File: config.mk
export PLATFORM = sky130hd
export DESIGN_NAME = ldtu_bsl_calib
export DESIGN_NICKNAME = d
export VERILOG_FILES = /design/src/rtl/ldtu_bsl_calib.sv
export SDC_FILE = /design/constraint.sdc
export NUM_CORES = 1
export LEC_CHECK = 0
export ABC_AREA = 1
export CAP_MARGIN = 5
export CORE_UTILIZATION = 40
export DETAILED_ROUTE_END_ITERATION = 7
export SYNTH_ARGS = -nofsm -noshare
export SYNTH_HDL_FRONTEND = slang
export SYNTH_SLANG_ARGS = --single-unit
File: constraint.sdc
create_clock -name CLK -period 4.4 [get_ports CLK]
set_input_delay 0.88 -clock CLK [delete_from_list [all_inputs] [get_ports CLK]]
set_output_delay 0.88 -clock CLK [all_outputs]
set_load 0.02 [all_outputs]
File: src/rtl/ldtu_bsl_calib.sv
// LiTe-DTU baseline calibration controller: settles, averages a block of gain_10
// then gain_01 samples through one accumulator, and drives the 8-bit baselines.
module ldtu_bsl_calib #(
  parameter int Nbits_12 = 12,
  parameter int Nbits_8  = 8,
  parameter int LOG2_NS  = 4,
  parameter int SETTLE   = 8,
  parameter int MARGIN   = 8
) (
  input  logic                CLK,
  input  logic                rst_b,
  input  logic                CAL_START,
  input  logic                CAL_ABORT,
  input  logic                MAN_SEL,
  input  logic [Nbits_8-1:0]  BSL_MAN_g01,
  input  logic [Nbits_8-1:0]  BSL_MAN_g10,
  input  logic [Nbits_12-1:0] DATA12_g01,
  input  logic [Nbits_12-1:0] DATA12_g10,
  output logic [Nbits_8-1:0]  BSL_VAL_g01,
  output logic [Nbits_8-1:0]  BSL_VAL_g10,
  output logic                CAL_BUSY,
  output logic                CAL_DONE,
  output logic                CAL_OVF
);

  localparam int AW = Nbits_12 + LOG2_NS;
  localparam int NS = 1 << LOG2_NS;
  localparam int CW = (LOG2_NS + 1 > 8) ? LOG2_NS + 1 : 8;

  typedef enum logic [2:0] {
    ST_IDLE,
    ST_SETTLE,
    ST_ACC_G10,
    ST_ACC_G01,
    ST_UPDATE
  } state_t;

  state_t              r_state;
  state_t              w_next;
  logic [CW-1:0]       r_cnt;
  logic [AW-1:0]       r_acc;
  logic [Nbits_8-1:0]  r_hold_g10;
  logic [Nbits_8-1:0]  r_hold_g01;
  logic [Nbits_8-1:0]  r_cal_g10;
  logic [Nbits_8-1:0]  r_cal_g01;
  logic                r_done;
  logic                r_ovf;

  logic                w_start;
  logic                w_last_settle;
  logic                w_last_smp;
  logic [Nbits_12-1:0] w_data;
  logic [AW-1:0]       w_sum;
  logic [Nbits_12-1:0] w_mean;
  logic [Nbits_12-1:0] w_d;
  logic                w_res_ovf;
  logic [Nbits_8-1:0]  w_res;

  assign w_start       = CAL_START && !CAL_ABORT;
  assign w_last_settle = (r_cnt == CW'(SETTLE - 1));
  assign w_last_smp    = (r_cnt == CW'(NS - 1));

  // The sum includes the current sample so the final sample lands in the result.
  always_comb begin
    w_data    = (r_state == ST_ACC_G10) ? DATA12_g10 : DATA12_g01;
    w_sum     = r_acc + AW'(w_data);
    w_mean    = Nbits_12'(w_sum >> LOG2_NS);
    w_d       = (w_mean >= Nbits_12'(MARGIN)) ? (w_mean - Nbits_12'(MARGIN)) : '0;
    w_res_ovf = (w_d > Nbits_12'((1 << Nbits_8) - 1));
    w_res     = w_res_ovf ? '1 : Nbits_8'(w_d);
  end

  always_ff @(posedge CLK) begin
    if (!rst_b) r_state <= ST_IDLE;
    else        r_state <= w_next;
  end

  always_comb begin
    w_next = r_state;
    case (r_state)
      ST_IDLE:    if (w_start) w_next = ST_SETTLE;
      ST_SETTLE:  if (CAL_ABORT) w_next = ST_IDLE;
                  else if (w_last_settle) w_next = ST_ACC_G10;
      ST_ACC_G10: if (CAL_ABORT) w_next = ST_IDLE;
                  else if (w_last_smp) w_next = ST_ACC_G01;
      ST_ACC_G01: if (CAL_ABORT) w_next = ST_IDLE;
                  else if (w_last_smp) w_next = ST_UPDATE;
      ST_UPDATE:  w_next = ST_IDLE;
      default:    w_next = ST_IDLE;
    endcase
  end

  always_ff @(posedge CLK) begin
    if (!rst_b) begin
      r_cnt      <= '0;
      r_acc      <= '0;
      r_hold_g10 <= '0;
      r_hold_g01 <= '0;
      r_cal_g10  <= '0;
      r_cal_g01  <= '0;
      r_done     <= 1'b0;
      r_ovf      <= 1'b0;
    end else begin
      r_done <= 1'b0;
      case (r_state)
        ST_IDLE: begin
          if (w_start) begin
            r_cnt <= '0;
            r_ovf <= 1'b0;
          end
        end
        ST_SETTLE: begin
          if (!CAL_ABORT) begin
            if (w_last_settle) begin
              r_cnt <= '0;
              r_acc <= '0;
            end else begin
              r_cnt <= r_cnt + 1'b1;
            end
          end
        end
        ST_ACC_G10, ST_ACC_G01: begin
          if (!CAL_ABORT) begin
            if (w_last_smp) begin
              if (r_state == ST_ACC_G10) r_hold_g10 <= w_res;
              else                       r_hold_g01 <= w_res;
              if (w_res_ovf) r_ovf <= 1'b1;
              r_acc <= '0;
              r_cnt <= '0;
            end else begin
              r_acc <= w_sum;
              r_cnt <= r_cnt + 1'b1;
            end
          end
        end
        ST_UPDATE: begin
          r_cal_g10 <= r_hold_g10;
          r_cal_g01 <= r_hold_g01;
          r_done    <= 1'b1;
        end
        default: ;
      endcase
    end
  end

  assign BSL_VAL_g01 = MAN_SEL ? BSL_MAN_g01 : r_cal_g01;
  assign BSL_VAL_g10 = MAN_SEL ? BSL_MAN_g10 : r_cal_g10;
  assign CAL_BUSY    = (r_state != ST_IDLE);
  assign CAL_DONE    = r_done;
  assign CAL_OVF     = r_ovf;

endmodule
==> GITHUB_STEP_SUMMARY, run 1 <==
## PnR job results

| Metric | Value |
|---|---|
| Max reg flops | 16 |
| Synthesized area | 3780 sq um |
| Power Combinational | slightly above 0.0003 W |
| Log Warnings | 28 |
| Internal reg-to-reg setup slack | 0.53 ns |
| CP Capture Type | register |
| Maximum VDD drop | 0.000187 V |
| Vias per cell | ~5 |
| Hold Path Depth | 2 |
| Met3 routed WL | 460 um |
| Largest net degree at the start of global routing | 34 |
| Synth async-reset ratio | 0% |
| Global Route Usage Sum | 20.1% |
| # DRC | 0 |
| Final Power | roughly 0.0014 W |
| WL per Instance | 12.8 um |
| Standard-cell rows | 35 |
| CP Launch Point | r_state[2] |
| Worst slew pin tran | ~0.92 ns |
| Hold Path End | r_cal_g10[2] |
| Setup TNS | 0 ns |
| Buffers, non-clock | 67 |
| Most frequent cells in the layout | nand2_1 (148), inv_1 (70), a21oi_1 (64) |
| Worst skew pair latency | 0.35 ns |
| Combinational group share of total power | 22.0% |
| Die height | 99.2 um |
| Period utilization | about 88% |
| CTS tree | yes |
| Clock Skew | 0.0131 ns |
| Critical path's top delay family | simple AND/OR/NAND/NOR gates |
| Synth warn | 0 |
| PwrDens | 294 nW/um^2 |
| Crit path largest cell delay | ~0.4 ns |
| Clk. pwr | 0.000516 W |
| Dominant combinational family | simple AND/OR/NAND/NOR gates |
| Final setup fails | 0 |
| Post-synth area hogs | dfxtp_1 (32%), nand2_1 (15%), a21oi_1 (8.5%), o21ai_0 (7.1%), inv_1 (6.9%) |
| Seq cells | ~60 |
| Cell type with the largest total area | dfxtp_1 |
| R2R Path End | r_hold_g01[6] |
| Final instance area | about 4700 sq um |
| Core area | around 9000 sq um |
| Hold WC Path Type | register to register |
| Hold Buf Count CTS | 0 |
| Seq/Total Area, Yosys | 32.3% |
| R2r worst-path depth | 23 |
| Placed Cells | 726 |
| Yosys cell count | approximately 560 |
| Multi-input gates | 413 |
| Slowest cell on crit path | fa_1 |
| Post-synth top flop | dfxtp_1 |
| Vias in the first global route | 3,439 |
| Yosys cell types | 34 |
| I/O Pins | 64 |
| Tap Cells | ~110 |
| Startpoint types | register |
| Flop share of the area | 25.9% |
| NumNets Final | 688 |
| Post-CTS setup buffer count | 0 |
| Setup crit end | r_hold_g01[6] |
| DRT Pass-1 Iters | 4 |
| CTS H-Tree Depth | 3 |
| Gate Count Post-Synth | 564 |
| CP required | 4.59 ns |
| ClkCell Share | 4.24% |
| Final Critical Period | between 3 and 4 ns |
| # clk buffers | 9 |
| Crit path top cell by count | nand2_1 |
| Status | completed |
| Crit Path Category | register to register |
| Max layer used | met4 |
| DRT iter0 DRCs | 184 |
| Crit Path Max Fanout | 9 |
| Clock transition at path regs | 0.08 ns |
| Aoi share | 16.9% |
| Hold path startpoint | r_cal_g10[2] |
| Post-CTS sizing | 0 |
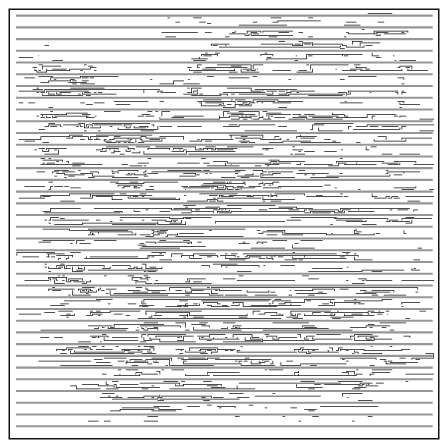
run_1/layer_met1.png
Supply wires on this layer in gray.
- share of all routed wire: 50%
- main direction: horizontal
- longest straight run: 47.8 um
routed wire length: 9470 um
M1 GR Usage: 27.0%
via count: 3,720

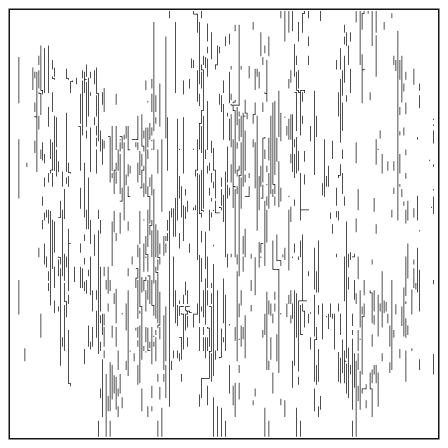
run_1/layer_met2.png
- nets with wire on the layer: 537
- longest straight run: 45.2 um
- wire length on this layer: 4,060 um
- share of all routed wire: 43%
GR met2 Demand/Resource: 32.4%

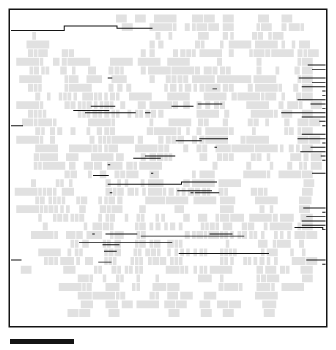
run_1/layer_met3.png
The bar under the picture is 20 um long. Cells faint in the background.
- main direction: horizontal
- nets with wire on the layer: 53
- wire length on this layer: 460 um
- longest straight run: 32.2 um

==> run 1 -> run 2 <==
SETUP_SLACK_MARGIN = 0.5   (was default)
==> run 2 against run 1 <==
Compared with the run above:
- final area up 0.50%
- critical path depth down 1
- sequential share of layout area down 0.13 points
- clock power about the same
- global-route usage unchanged
- core utilization up 0.26 points
- combinational power up 1%
- worst hold slack about the same
- flip-flop count unchanged
- clock skew down 0.0013 ns
- power up 0.39%
==> GITHUB_STEP_SUMMARY, run 2 <==
## PnR job results

| Metric | Value |
|---|---|
| Crit path largest cell delay | 0.46 ns (was 0.40 ns) |
| Met3 routed WL | 527 um (was 460 um) |
| Layout Utilization | 51.6% (was 51.3%) |
| Multi-input gates | 414 (was 413) |
| # DRC | 0 (unchanged) |
| GR met2 Demand/Resource | 32.4% (unchanged) |
| Clk. pwr | 0.000517 W (was 0.000516 W) |
| Die height | 99.2 um (unchanged) |
| Tap Cells | 111 (unchanged) |
| Crit path top cell by count | nand2_1 (unchanged) |
| P_int | 0.000951 W (was 0.000949 W) |
| Synth warn | 0 (unchanged) |
| Standard-cell rows | 35 (unchanged) |
| Synth async-reset ratio | 0% (unchanged) |
| Post-synth area hogs | dfxtp_1 (32%), nand2_1 (15%), a21oi_1 (8.5%), o21ai_0 (7.1%), inv_1 (6.9%) (unchanged) |
| Clock Skew | 0.0117 ns (was 0.0131 ns) |
| Hold WC Path Type | register to register (unchanged) |
| Area Growth Syn to Fin | 25.4% (was 24.8%) |
| Hold Path Depth | 2 (unchanged) |
| CP required | 4.59 ns (about the same) |
| DRT iter0 DRCs | 228 (was 184) |
| Critical path's top delay family | simple AND/OR/NAND/NOR gates (unchanged) |
| ClkCell Share | 4.22% (was 4.24%) |
| Vias per cell | 5.03 (was 5.01) |
| Seq/Total Area, Yosys | 32.3% (unchanged) |
| Port Buf Inserts | 63 (unchanged) |
| Hold path startpoint | r_cal_g10[2] (unchanged) |
| Status | completed (unchanged) |
| R2r worst-path depth | 18 (was 23) |
| Core area | 9200 sq um (unchanged) |
| Synthesized area | 3780 sq um (unchanged) |
| Final instance area | 4740 sq um (was 4720 sq um) |
| Worst slew pin tran | 0.912 ns (was 0.921 ns) |
| Largest net degree at the start of global routing | 34 (unchanged) |
| CP Buf/Inv Count | 5 (was 4) |
| Setup TNS | 0 ns (unchanged) |
| Seq cells | 61 (unchanged) |
| Crit Path Category | input pin to register (was register to register) |
| Period utilization | 83.0% (was 87.9%) |
| Global Route Usage Sum | 20.1% (unchanged) |
| Worst skew pair latency | 0.35 ns (about the same) |
| WL per Instance | 13.0 um (was 12.8 um) |
| CP Capture Type | register (unchanged) |
| # clk buffers | 9 (unchanged) |
| Combinational group share of total power | 22.2% (was 22.0%) |
| Cell type with the largest total area | dfxtp_1 (unchanged) |
| Die ar. | 9850 sq um (unchanged) |
| Final setup fails | 0 (unchanged) |
| Max layer used | met4 (unchanged) |
| Internal reg-to-reg setup slack | 0.75 ns (was 0.53 ns) |
| Hold Buf Count CTS | 0 (unchanged) |
| Post-CTS setup buffer count | 0 (unchanged) |
| I/O Pins | 64 (unchanged) |
| Final Critical Period | 3.65 ns (was 3.87 ns) |
| Vias in the first global route | 3,439 (unchanged) |
| Hold Fails Final Rpt | 0 (unchanged) |
| Maximum VDD drop | 0.000186 V (was 0.000187 V) |
| Log Warnings | 29 (was 28) |
| Crit Path Max Fanout | 5 (was 9) |
| M1 GR Usage | 27.0% (unchanged) |
| Clock power share | 37.1% (was 37.2%) |
| Clock transition at path regs | 0.08 ns (about the same) |
| CTS H-Tree Depth | 3 (unchanged) |
| CTS tree | yes (unchanged) |
| Slowest cell on crit path | clkdlybuf4s50_1 (was fa_1) |
| Register Area | 1220 sq um (unchanged) |
| GR Overflow Total | 0 (unchanged) |
| Placed Cells | 726 (unchanged) |
| Aoi share | 16.9% (unchanged) |
| Buffers, non-clock | 67 (unchanged) |
| Max reg flops | 16 (unchanged) |
| Dominant combinational family | simple AND/OR/NAND/NOR gates (unchanged) |
| Yosys cell count | 564 (unchanged) |
| Setup crit end | r_hold_g01[6] (unchanged) |
| Power Combinational | 0.000309 W (was 0.000305 W) |
| Hold Path End | r_cal_g10[2] (unchanged) |
| DRT Pass-1 Iters | 5 (was 4) |
| Post-synth top flop | dfxtp_1 (unchanged) |
| Final Power | 0.00139 W (about the same) |
| Post-CTS sizing | 0 (unchanged) |
| CP Launch Point | DATA12_g10[0] (was r_state[2]) |
| Startpoint types | input pin (was register) |
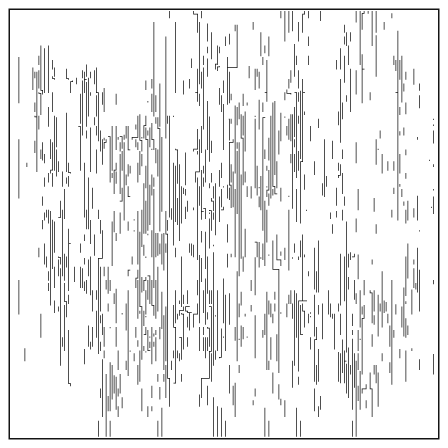
run_2/layer_met2.png
via count: 3,736
routed wire length: 9630 um

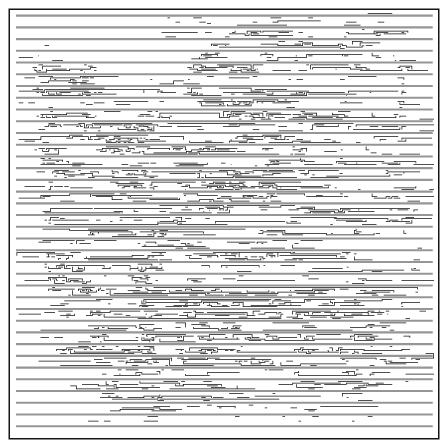
run_2/layer_met1.png
Supply wires on this layer in gray.
- longest straight run: 61.2 um
- nets with wire on the layer: 628
- main direction: horizontal

==> run 2 -> run 3 <==
clock period = 3.8 ns   (was 4.4 ns; I/O delays follow)
==> run 3 against run 2 <==
Compared with the run above:
- critical path depth unchanged
- first-iteration DRC count fell by 23%
- final area rose by 10%
- largest power group is now clock
- highest routed layer unchanged
- sequential share of layout area shrank 2.4 points
- clock skew increased by 0.0017 ns
- critical endpoint is now r_hold_g10[4]
- clock power is 28% higher
- core utilization increased by 5.4 points
- routed wire length rose by 6.0%
==> GITHUB_STEP_SUMMARY, run 3 <==
## PnR job results

| Metric | Value |
|---|---|
| Power Combinational | 0.000420 W (was 0.000309 W) |
| Largest net degree at the start of global routing | 36 (was 34) |
| Area Growth Syn to Fin | 38.6% (was 25.4%) |
| Standard-cell rows | 35 (unchanged) |
| DRT iter0 DRCs | 175 (was 228) |
| Dominant combinational family | simple AND/OR/NAND/NOR gates (unchanged) |
| WL per Instance | 13.4 um (was 13.0 um) |
| CTS H-Tree Depth | 3 (unchanged) |
| Register Area | 1220 sq um (about the same) |
| Vias per cell | 5.13 (was 5.03) |
| PwrDens | 332 nW/um^2 (was 294 nW/um^2) |
| Post-synth top flop | dfxtp_1 (unchanged) |
| Critical path's top delay family | simple AND/OR/NAND/NOR gates (unchanged) |
| Internal reg-to-reg setup slack | 0.65 ns (was 0.75 ns) |
| Seq cells | 61 (unchanged) |
| Die ar. | 9850 sq um (unchanged) |
| Yosys cell types | 34 (unchanged) |
| GR Overflow Total | 0 (unchanged) |
| Most frequent cells in the layout | nand2_1 (136), inv_1 (66), clkdlybuf4s50_1 (63) (was nand2_1 (146), inv_1 (70), a21oi_1 (64)) |
| Synth async-reset ratio | 0% (unchanged) |
| Clk. pwr | 0.000661 W (was 0.000517 W) |
| CP required | 4.07 ns (was 4.59 ns) |
| R2R Path End | r_hold_g10[4] (was r_hold_g01[6]) |
| Buffers, non-clock | 85 (was 67) |
| Xor+xnor area frac | 2.05% (unchanged) |
| Global Route Usage Sum | 20.3% (was 20.1%) |
| Synthesized area | 3780 sq um (unchanged) |
| R2r worst-path depth | 17 (was 18) |
| Final Power | 0.00174 W (was 0.00139 W) |
| Setup TNS | 0 ns (unchanged) |
| M1 GR Usage | 28.0% (was 27.0%) |
| Setup crit end | r_hold_g10[4] (was r_hold_g01[6]) |
| Layout Utilization | 57.0% (was 51.6%) |
| Hold WC Path Type | register to register (unchanged) |
| Post-synth area hogs | dfxtp_1 (32%), nand2_1 (15%), a21oi_1 (8.5%), o21ai_0 (7.1%), inv_1 (6.9%) (unchanged) |
| Post-CTS sizing | 14 (was 0) |
| DRT Pass-1 Iters | 5 (unchanged) |
| Tap Cells | 111 (unchanged) |
| Post-CTS setup buffer count | 1 (was 0) |
| Yosys cell count | 564 (unchanged) |
| # clk buffers | 9 (unchanged) |
| Hold Path End | r_cal_g01[0] (was r_cal_g10[2]) |
| Combinational group share of total power | 24.1% (was 22.2%) |
| Status | completed (unchanged) |
| Max reg flops | 16 (unchanged) |
| Hold Buf Count CTS | 0 (unchanged) |
| Aoi share | 16.9% (unchanged) |
| Startpoint types | input pin (unchanged) |
| CP Buf/Inv Count | 5 (unchanged) |
| Seq/Total Area, Yosys | 32.3% (unchanged) |
| Worst slew pin tran | 0.910 ns (was 0.912 ns) |
| Synth warn | 0 (unchanged) |
| Multi-input gates | 417 (was 414) |
| Gate Count Post-Synth | 564 (unchanged) |
| Log Warnings | 29 (unchanged) |
| Clock transition at path regs | 0.08 ns (about the same) |
| Crit path top cell by count | nand2_2 (was nand2_1) |
| Hold Path Depth | 2 (unchanged) |
| Final Critical Period | 3.20 ns |
| ClkCell Share | 4.23% (was 4.22%) |
| Core area | 9200 sq um (unchanged) |
| Max Slew Vio Count | 0 (unchanged) |
| Slowest cell on crit path | clkdlybuf4s50_1 (unchanged) |
| Placed Cells | 732 (was 726) |
| CTS tree | yes (unchanged) |
| I/O Pins | 64 (unchanged) |
| NumNets Final | 710 (was 689) |
| Crit Path Max Fanout | 5 (unchanged) |
| Met3 routed WL | 409 um (was 527 um) |
| Clock Skew | 0.0134 ns (was 0.0117 ns) |
| Period utilization | 84.2% |
| Final setup fails | 0 (unchanged) |
| Die height | 99.2 um (unchanged) |
| CP Capture Type | register (unchanged) |
| Crit path largest cell delay | 0.45 ns (was 0.46 ns) |
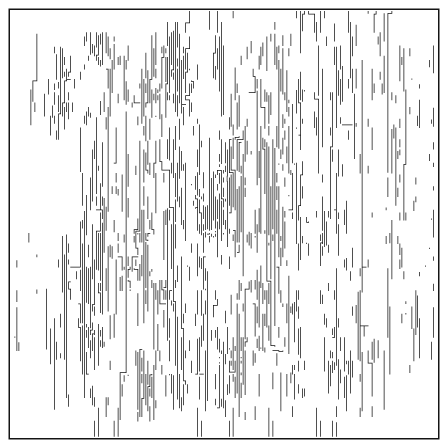
run_3/layer_met2.png
routed wire length: 10,200 um
via count: 3,921
GR met2 Demand/Resource: 31.9%

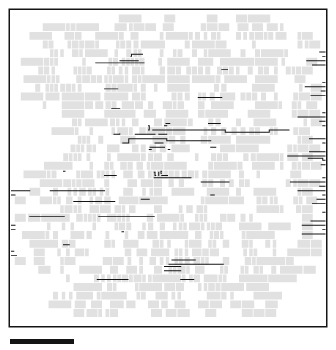
run_3/layer_met3.png
The bar under the picture is 20 um long. Cells faint in the background.
- share of all routed wire: 4.0%
- nets with wire on the layer: 65
- longest straight run: 22.8 um
- main direction: horizontal
- wire length on this layer: 410 um

Power is estimated from default activity; no workload was simulated.
